--- config.mk ---
export PLATFORM = sky130hd
export DESIGN_NAME = ltc2333_read
export DESIGN_NICKNAME = d
export VERILOG_FILES = /design/src/rtl/ltc2333_pkg.sv /design/src/rtl/ltc2333_sync_fifo.sv /design/src/rtl/ltc2333_read.sv
export SDC_FILE = /design/constraint.sdc
export NUM_CORES = 1
export LEC_CHECK = 0
export CAP_MARGIN = 20
export CORE_UTILIZATION = 50
export CTS_CLUSTER_DIAMETER = 80
export DETAILED_ROUTE_END_ITERATION = 12
export GPL_ROUTABILITY_DRIVEN = 0
export GPL_TIMING_DRIVEN = 0
export PLACE_DENSITY = 0.68
export SYNTH_ARGS = -nofsm -noshare
export SYNTH_HDL_FRONTEND = slang
export SYNTH_SLANG_ARGS = --single-unit
--- constraint.sdc ---
create_clock -name clk -period 7.1 [get_ports clk]
set_input_delay 0.71 -clock clk [delete_from_list [all_inputs] [get_ports clk]]
set_output_delay 0.71 -clock clk [all_outputs]
set_load 0.03 [all_outputs]
--- src/rtl/ltc2333_pkg.sv ---
// Shared types, widths and helpers for the LTC2333 read stage.
package ltc2333_pkg;

   localparam int unsigned WORD_BITS = 24;
   localparam int unsigned CHAN_N    = 8;
   localparam int unsigned TDATA_W   = 32;
   localparam int unsigned FIFO_W    = TDATA_W + 1;

   // One LTC2333 result word as it comes off a lane, MSB first.
   typedef struct packed {
      logic [17:0] data;
      logic [2:0]  chan_id;
      logic [2:0]  softspan;
   } ltc2333_word_t;

   typedef enum logic [1:0] {
      IDLE  = 2'd0,
      SHIFT = 2'd1,
      PUSH0 = 2'd2,
      PUSH1 = 2'd3
   } rd_state_e;

   // Number of enabled channels in a mask.
   function automatic logic [3:0] popcount8(input logic [7:0] m);
      logic [3:0] c;
      c = 4'd0;
      for (int i = 0; i < 8; i++) begin
         c = c + {3'b000, m[i]};
      end
      return c;
   endfunction

   // Channel number of the n-th set bit of the mask, LSB first.
   function automatic logic [2:0] nth_set_bit(input logic [7:0] m, input logic [2:0] n);
      logic [3:0] seen;
      logic [2:0] idx;
      logic       found;
      seen  = 4'd0;
      idx   = 3'd0;
      found = 1'b0;
      for (int i = 0; i < 8; i++) begin
         if (m[i] && !found) begin
            if (seen == {1'b0, n}) begin
               idx   = 3'(i);
               found = 1'b1;
            end
            seen = seen + 4'd1;
         end
      end
      return idx;
   endfunction

endpackage

--- src/rtl/ltc2333_sync_fifo.sv ---
// Synchronous FIFO with a registered fall-through output stage.
// Capacity counts the output register, so DEPTH entries total.
module ltc2333_sync_fifo #(
   parameter int unsigned W     = 33,
   parameter int unsigned DEPTH = 8
) (
   input  logic         clk_i,
   input  logic         reset_i,
   input  logic         wr_en_i,
   input  logic [W-1:0] wr_data_i,
   input  logic         rd_en_i,
   output logic [W-1:0] rd_data_o,
   output logic         rd_valid_o,
   output logic         wr_accept_c_o,
   output logic         nonempty_nx_c_o
);

   localparam int unsigned AW = $clog2(DEPTH);

   logic [W-1:0]  mem_q [DEPTH];
   logic [AW-1:0] wr_ptr_q, wr_ptr_d;
   logic [AW-1:0] rd_ptr_q, rd_ptr_d;
   logic [AW:0]   mem_cnt_q, mem_cnt_d;
   logic          out_valid_q, out_valid_d;
   logic [W-1:0]  out_data_q, out_data_d;
   logic [AW:0]   total_c;
   logic          pop_c, wr_c, load_c, full_c;

   // Occupancy, pointer and output-stage next state; pop frees space before push.
   always_comb begin
      pop_c       = rd_en_i && out_valid_q;
      total_c     = mem_cnt_q + (AW+1)'(out_valid_q);
      full_c      = (total_c == (AW+1)'(DEPTH));
      wr_accept_c_o = !full_c || pop_c;
      wr_c        = wr_en_i && wr_accept_c_o;
      load_c      = (mem_cnt_q != '0) && (!out_valid_q || pop_c);
      wr_ptr_d    = wr_c   ? wr_ptr_q + AW'(1) : wr_ptr_q;
      rd_ptr_d    = load_c ? rd_ptr_q + AW'(1) : rd_ptr_q;
      mem_cnt_d   = mem_cnt_q + (AW+1)'(wr_c) - (AW+1)'(load_c);
      out_valid_d = out_valid_q;
      out_data_d  = out_data_q;
      if (load_c) begin
         out_valid_d = 1'b1;
         out_data_d  = mem_q[rd_ptr_q];
      end else if (pop_c) begin
         out_valid_d = 1'b0;
      end
      nonempty_nx_c_o = (mem_cnt_d != '0) || out_valid_d;
   end

   // Storage array; no reset needed, occupancy gates every read.
   always_ff @(posedge clk_i) begin
      if (wr_c) begin
         mem_q[wr_ptr_q] <= wr_data_i;
      end
   end

   // Control and output registers.
   always_ff @(posedge clk_i) begin
      if (reset_i) begin
         wr_ptr_q    <= '0;
         rd_ptr_q    <= '0;
         mem_cnt_q   <= '0;
         out_valid_q <= 1'b0;
         out_data_q  <= '0;
      end else begin
         wr_ptr_q    <= wr_ptr_d;
         rd_ptr_q    <= rd_ptr_d;
         mem_cnt_q   <= mem_cnt_d;
         out_valid_q <= out_valid_d;
         out_data_q  <= out_data_d;
      end
   end

   assign rd_data_o  = out_data_q;
   assign rd_valid_o = out_valid_q;

endmodule

--- src/rtl/ltc2333_read.sv ---
// LTC2333 read stage: deserialise two SDO lanes into tagged words,
// check channel IDs and stream them out over AXI-Stream.
module ltc2333_read
   import ltc2333_pkg::*;
#(
   parameter int unsigned FIFO_DEPTH = 8,
   parameter int unsigned CNT_W      = 16
) (
   input  logic               clk,
   input  logic               reset,
   input  logic               frame_start,
   input  logic [7:0]         active_channels,
   input  logic               bit_strobe,
   input  logic [1:0]         sdo,
   output logic [31:0]        m_axis_tdata,
   output logic               m_axis_tvalid,
   input  logic               m_axis_tready,
   output logic               m_axis_tlast,
   output logic               busy,
   output logic [CNT_W-1:0]   overflow_cnt,
   output logic [CNT_W-1:0]   chid_err_cnt
);

   rd_state_e            state_q, state_d;
   logic [7:0]           mask_q, mask_d;
   logic [3:0]           n_words_q, n_words_d;
   logic [2:0]           word_idx_q, word_idx_d;
   logic [4:0]           bit_cnt_q, bit_cnt_d;
   logic [WORD_BITS-1:0] sr0_q, sr0_d;
   logic [WORD_BITS-1:0] sr1_q, sr1_d;
   logic [CNT_W-1:0]     chid_err_q, chid_err_d;
   logic [CNT_W-1:0]     ovf_q, ovf_d;
   logic                 busy_q;

   ltc2333_word_t        lane0_w, lane1_w;
   logic [2:0]           exp_id_c;
   logic                 last_word_c;
   logic                 push_c;
   logic [FIFO_W-1:0]    push_data_c;
   logic [FIFO_W-1:0]    fifo_out;
   logic                 fifo_valid;
   logic                 fifo_accept_c;
   logic                 fifo_nonempty_nx_c;

   function automatic logic [CNT_W-1:0] sat_inc(input logic [CNT_W-1:0] v);
      return (v == {CNT_W{1'b1}}) ? v : v + CNT_W'(1);
   endfunction

   assign lane0_w  = ltc2333_word_t'(sr0_q);
   assign lane1_w  = ltc2333_word_t'(sr1_q);
   assign exp_id_c = nth_set_bit(mask_q, word_idx_q);

   // Next-state, shift-register, push and counter logic.
   always_comb begin
      state_d     = state_q;
      mask_d      = mask_q;
      n_words_d   = n_words_q;
      word_idx_d  = word_idx_q;
      bit_cnt_d   = bit_cnt_q;
      sr0_d       = sr0_q;
      sr1_d       = sr1_q;
      chid_err_d  = chid_err_q;
      ovf_d       = ovf_q;
      push_c      = 1'b0;
      push_data_c = '0;
      last_word_c = ({1'b0, word_idx_q} == (n_words_q - 4'd1));

      unique case (state_q)
         IDLE: begin
         end
         SHIFT: begin
            if (bit_strobe) begin
               sr0_d     = {sr0_q[WORD_BITS-2:0], sdo[0]};
               sr1_d     = {sr1_q[WORD_BITS-2:0], sdo[1]};
               bit_cnt_d = bit_cnt_q + 5'd1;
               if (bit_cnt_q == 5'(WORD_BITS - 1)) begin
                  state_d = PUSH0;
               end
            end
         end
         PUSH0: begin
            push_c      = 1'b1;
            push_data_c = {1'b0, 1'b0, 7'b0, lane0_w};
            if (lane0_w.chan_id != exp_id_c) begin
               chid_err_d = sat_inc(chid_err_q);
            end
            state_d = PUSH1;
         end
         PUSH1: begin
            push_c      = 1'b1;
            push_data_c = {last_word_c, 1'b1, 7'b0, lane1_w};
            if (lane1_w.chan_id != exp_id_c) begin
               chid_err_d = sat_inc(chid_err_q);
            end
            if (last_word_c) begin
               state_d = IDLE;
            end else begin
               state_d    = SHIFT;
               word_idx_d = word_idx_q + 3'd1;
               bit_cnt_d  = 5'd0;
               // First bit of the next word may already arrive here.
               if (bit_strobe) begin
                  sr0_d     = {sr0_q[WORD_BITS-2:0], sdo[0]};
                  sr1_d     = {sr1_q[WORD_BITS-2:0], sdo[1]};
                  bit_cnt_d = 5'd1;
               end
            end
         end
         default: begin
            state_d = IDLE;
         end
      endcase

      // A new frame overrides whatever the current one was doing.
      if (frame_start) begin
         push_c     = 1'b0;
         chid_err_d = chid_err_q;
         word_idx_d = 3'd0;
         bit_cnt_d  = 5'd0;
         sr0_d      = '0;
         sr1_d      = '0;
         if (active_channels != 8'd0) begin
            state_d   = SHIFT;
            mask_d    = active_channels;
            n_words_d = popcount8(active_channels);
         end else begin
            state_d    = IDLE;
            chid_err_d = sat_inc(chid_err_q);
         end
      end

      if (push_c && !fifo_accept_c) begin
         ovf_d = sat_inc(ovf_q);
      end
   end

   // State and datapath registers.
   always_ff @(posedge clk) begin
      if (reset) begin
         state_q    <= IDLE;
         mask_q     <= '0;
         n_words_q  <= '0;
         word_idx_q <= '0;
         bit_cnt_q  <= '0;
         sr0_q      <= '0;
         sr1_q      <= '0;
         chid_err_q <= '0;
         ovf_q      <= '0;
         busy_q     <= 1'b0;
      end else begin
         state_q    <= state_d;
         mask_q     <= mask_d;
         n_words_q  <= n_words_d;
         word_idx_q <= word_idx_d;
         bit_cnt_q  <= bit_cnt_d;
         sr0_q      <= sr0_d;
         sr1_q      <= sr1_d;
         chid_err_q <= chid_err_d;
         ovf_q      <= ovf_d;
         busy_q     <= (state_d != IDLE) || fifo_nonempty_nx_c;
      end
   end

   ltc2333_sync_fifo #(
      .W     (FIFO_W),
      .DEPTH (FIFO_DEPTH)
   ) u_fifo (
      .clk_i           (clk),
      .reset_i         (reset),
      .wr_en_i         (push_c),
      .wr_data_i       (push_data_c),
      .rd_en_i         (m_axis_tready),
      .rd_data_o       (fifo_out),
      .rd_valid_o      (fifo_valid),
      .wr_accept_c_o   (fifo_accept_c),
      .nonempty_nx_c_o (fifo_nonempty_nx_c)
   );

   assign m_axis_tdata  = fifo_out[TDATA_W-1:0];
   assign m_axis_tlast  = fifo_out[TDATA_W];
   assign m_axis_tvalid = fifo_valid;
   assign busy          = busy_q;
   assign overflow_cnt  = ovf_q;
   assign chid_err_cnt  = chid_err_q;

endmodule

==> out/qor.txt <==
Hold Path Depth: 2
1st-iter DRT viols: 712
Largest incremental delay on the critical path: 0.47 ns
Number of antenna violations at the first check in global routing: 0
Worst-path cell with the longest stage delay: dfxtp_1
Clock Pin Slew Worst Setup and Hold Paths: 0.06 ns
Post-synthesis average cell area: 12.33 um2
Avg WL per Cell: 18.82 um
Biggest power consumer among the groups: registers
Total power: 5.318 mW
Leak Pwr: 5.895 nW
Post-detail-place hpwl: 23840 um
Vias per std cell: 5.577
Top class by area: registers
Top fanout value on the critical path: 10
Largest family of logic cells by area: multiplexers
Clock tree buffer depth: 3
Slew at the pin closest to its max-slew limit: 0.9873 ns
Number of diodes: 0
Post-synth ARST share: 0
Worst setup SP type: flip-flop
Final-report hold violation count: 0
Routed Wire Length: 34130 um
Setup Buffers After CTS: 1
Buffer and inverter count on the worst path: 10
WHS: 0.4577 ns
Count of vias placed by the detailed router: 10.11k
Fraction of layout cells with a size suffix above 1: 0.1256
Post-synthesis share of cell area spent on xor and xnor gates: 0.03432
Fraction of power consumed by combinational cells: 0.240
Run status: finished clean
Endpoint of the worst-slack reg-to-reg timing path: chid_err_cnt[9]
Placed Instance Area: 17030 um2
Most common cell on crit path: ha_1
Number of global-route vias before repair: 9997
Quantity of gates resized following cts: 4
Nonclk buf count: 164
Global-route wire length before repair: 53680 um
Switching part of the total power: 0.2942
Area fraction in compound gates: 0.09029
Fin Setup TNS: 0 ns
Depth of the worst register-to-register path: 33
Worst reg-to-reg setup slack: 0.37 ns
Summed standard-cell area reported by yosys: 15490 um2
Pins Over Slew Limit: 0
Inst Count DP: 1745
Relative slew slack: 0.3418
Final worst setup slack: 0.3717 ns
Clock share of power: 0.331
Deepest level of the CTS H-tree: 2
Dominant flop cell: edfxtp_1
Max-cap violation count: 0
Cell accounting for the most synthesized area: edfxtp_1
Fin crit share: 0.9476
Class of the most critical hold timing path: reg2reg
I/O pin count: 82
Hold endpoint: lane1_w[23]
Unrepaired setup endpoints after global routing: no
Synthesis warning total: 0
Internal power summed over all cells: 3.753 mW
Sequential fraction of design power: 0.429
Kind of end point of the critical path: flip-flop
Pin count of the biggest net entering global routing: 26
Worst-case setup slack after placement: -0.4002 ns
Final Net Count: 1435
Largest clock skew in the final design: 0.01546 ns
Main area contributors: edfxtp_1, dfxtp_1, mux4_2, mux2i_1, nand2_1
Tally of nets with antenna violations remaining after routing: 0
Floorplan core density: 0.5078
Global-route total usage across every layer: 0.2216
Clock network contribution to total cell area: 0.06026
Synth-to-layout area growth: 17.27%
[flip-flops by register name, indices dropped and copies added, names as in the netlist]
name and count:
busy 1, lane0_w 24, u_fifo.mem_cnt_q 4, chid_err_cnt 16, bit_cnt_q 5, u_fifo.rd_valid_o 1
u_fifo.rd_data_o 26, n_words_q 4, mask_q 8, u_fifo.rd_ptr_q 3, overflow_cnt 16, state_q 2
u_fifo.mem_q 208, word_idx_q 3, u_fifo.wr_ptr_q 3, lane1_w 24
[metal layers]
layer,wire [um],up-vias,global-route usage
li1,-,4856,-
met5,0,-,0
met2,16730,251,0.3769
met4,569,0,0.05805
met3,1624,40,0.02494
met1,15200,4965,0.3019
[Yosys cell counts, drive strengths merged, types with 4 or more instances]
cell and n:
o21ai 29, xnor2 23, nand3b 4, ha 25
nand4 7, buf 28, nor3 15, mux2i 60
nor4 4, and2 4, a21oi 87, mux4 52
or3 19, fa 5, inv 43, a211oi 31
nor2 122, clkbuf 47, xor2 24, o211ai 9
dfxtp 140, nand2 152, a31oi 7, edfxtp 208
nand2b 8, nor3b 5, nand3 13, a21boi 7
xnor3 4, nor2b 5, and3 11, or2 4
[how the worst max path moves through the flow]
stage	from	endpoint	slack, ns
floorplan	word_idx_q[1]	chid_err_cnt[11]	0.68
global placement	word_idx_q[1]	chid_err_cnt[9]	-0.32
detailed placement	word_idx_q[1]	chid_err_cnt[9]	-0.40
CTS	word_idx_q[0]	chid_err_cnt[11]	0.20
global route	word_idx_q[1]	chid_err_cnt[9]	0.01
finish	word_idx_q[1]	chid_err_cnt[9]	0.37
[cell families after synthesis]
family,Yosys count
compound gates,209
xor+xnor,51
fa+ha+maj,30
buf+inv,119
flops,348
mux,115
other cells,1
simple gates,383
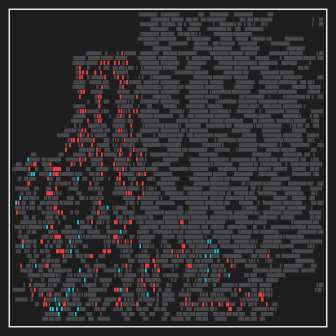
Figure 1: logic cells by family.
legend:
  cyan:
    family: inverters
    cells: 44
    most_used: inv_1
  red:
    family: NAND gates
    cells: 186
    most_used: nand2_1
number of standard cells in the layout, taps in and fillers out: 1813
fraction of standard cell area in multi-input logic: 0.3322

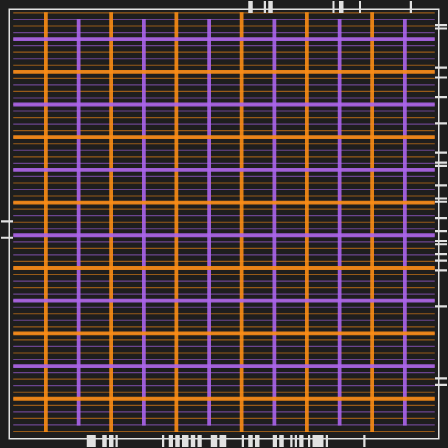
Figure 2: power grid.
Pins as bars on the die edge.
legend:
  purple:
    net: VDD
  orange:
    net: VSS
rows: 64
signal pins: 82
met1 rails: 65
met4 straps: 12
Chip Height: 178.0 um
Std-Cell Core Area: 30510 um2
IR drop worst, VDD: 0.1531 mV
Die X: 178.0 um

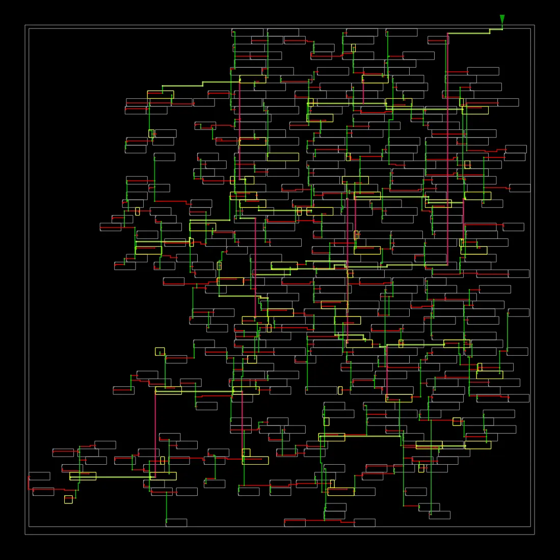
Figure 3: clock routing.
reported clock group power: 1.76 mW
clock network latency to the later pin of the worst-skew pair: 0.51 ns
number of clock buffers inserted by TritonCTS: 37
Num Clock Sinks: 348

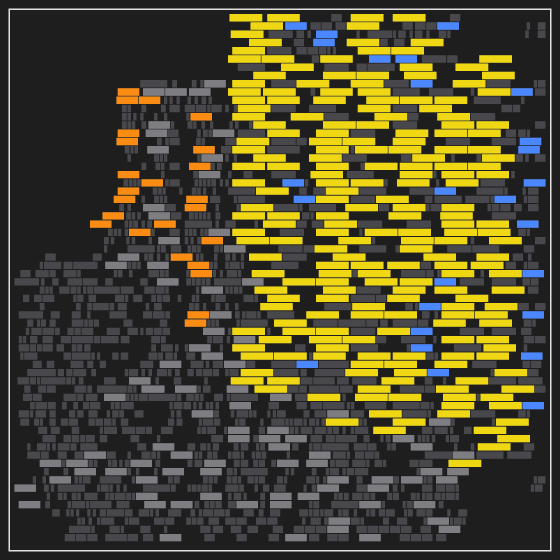
Figure 4: register map, names as in the netlist.
legend:
  blue:
    signal: `u_fifo.rd_data_o`
    sequential_cells: 26
  orange:
    signal: `lane0_w`
    sequential_cells: 24
  yellow:
    signal: `u_fifo.mem_q`
    sequential_cells: 208
not coloured: 90
fraction of the core area covered by cells at the end of the flow: 0.5955
sequential cell area in the final layout: 9050 um2
fraction of standard cell area that is sequential: 0.4981
seq pwr: 2.28 mW

Power and IR drop assume default switching activity.
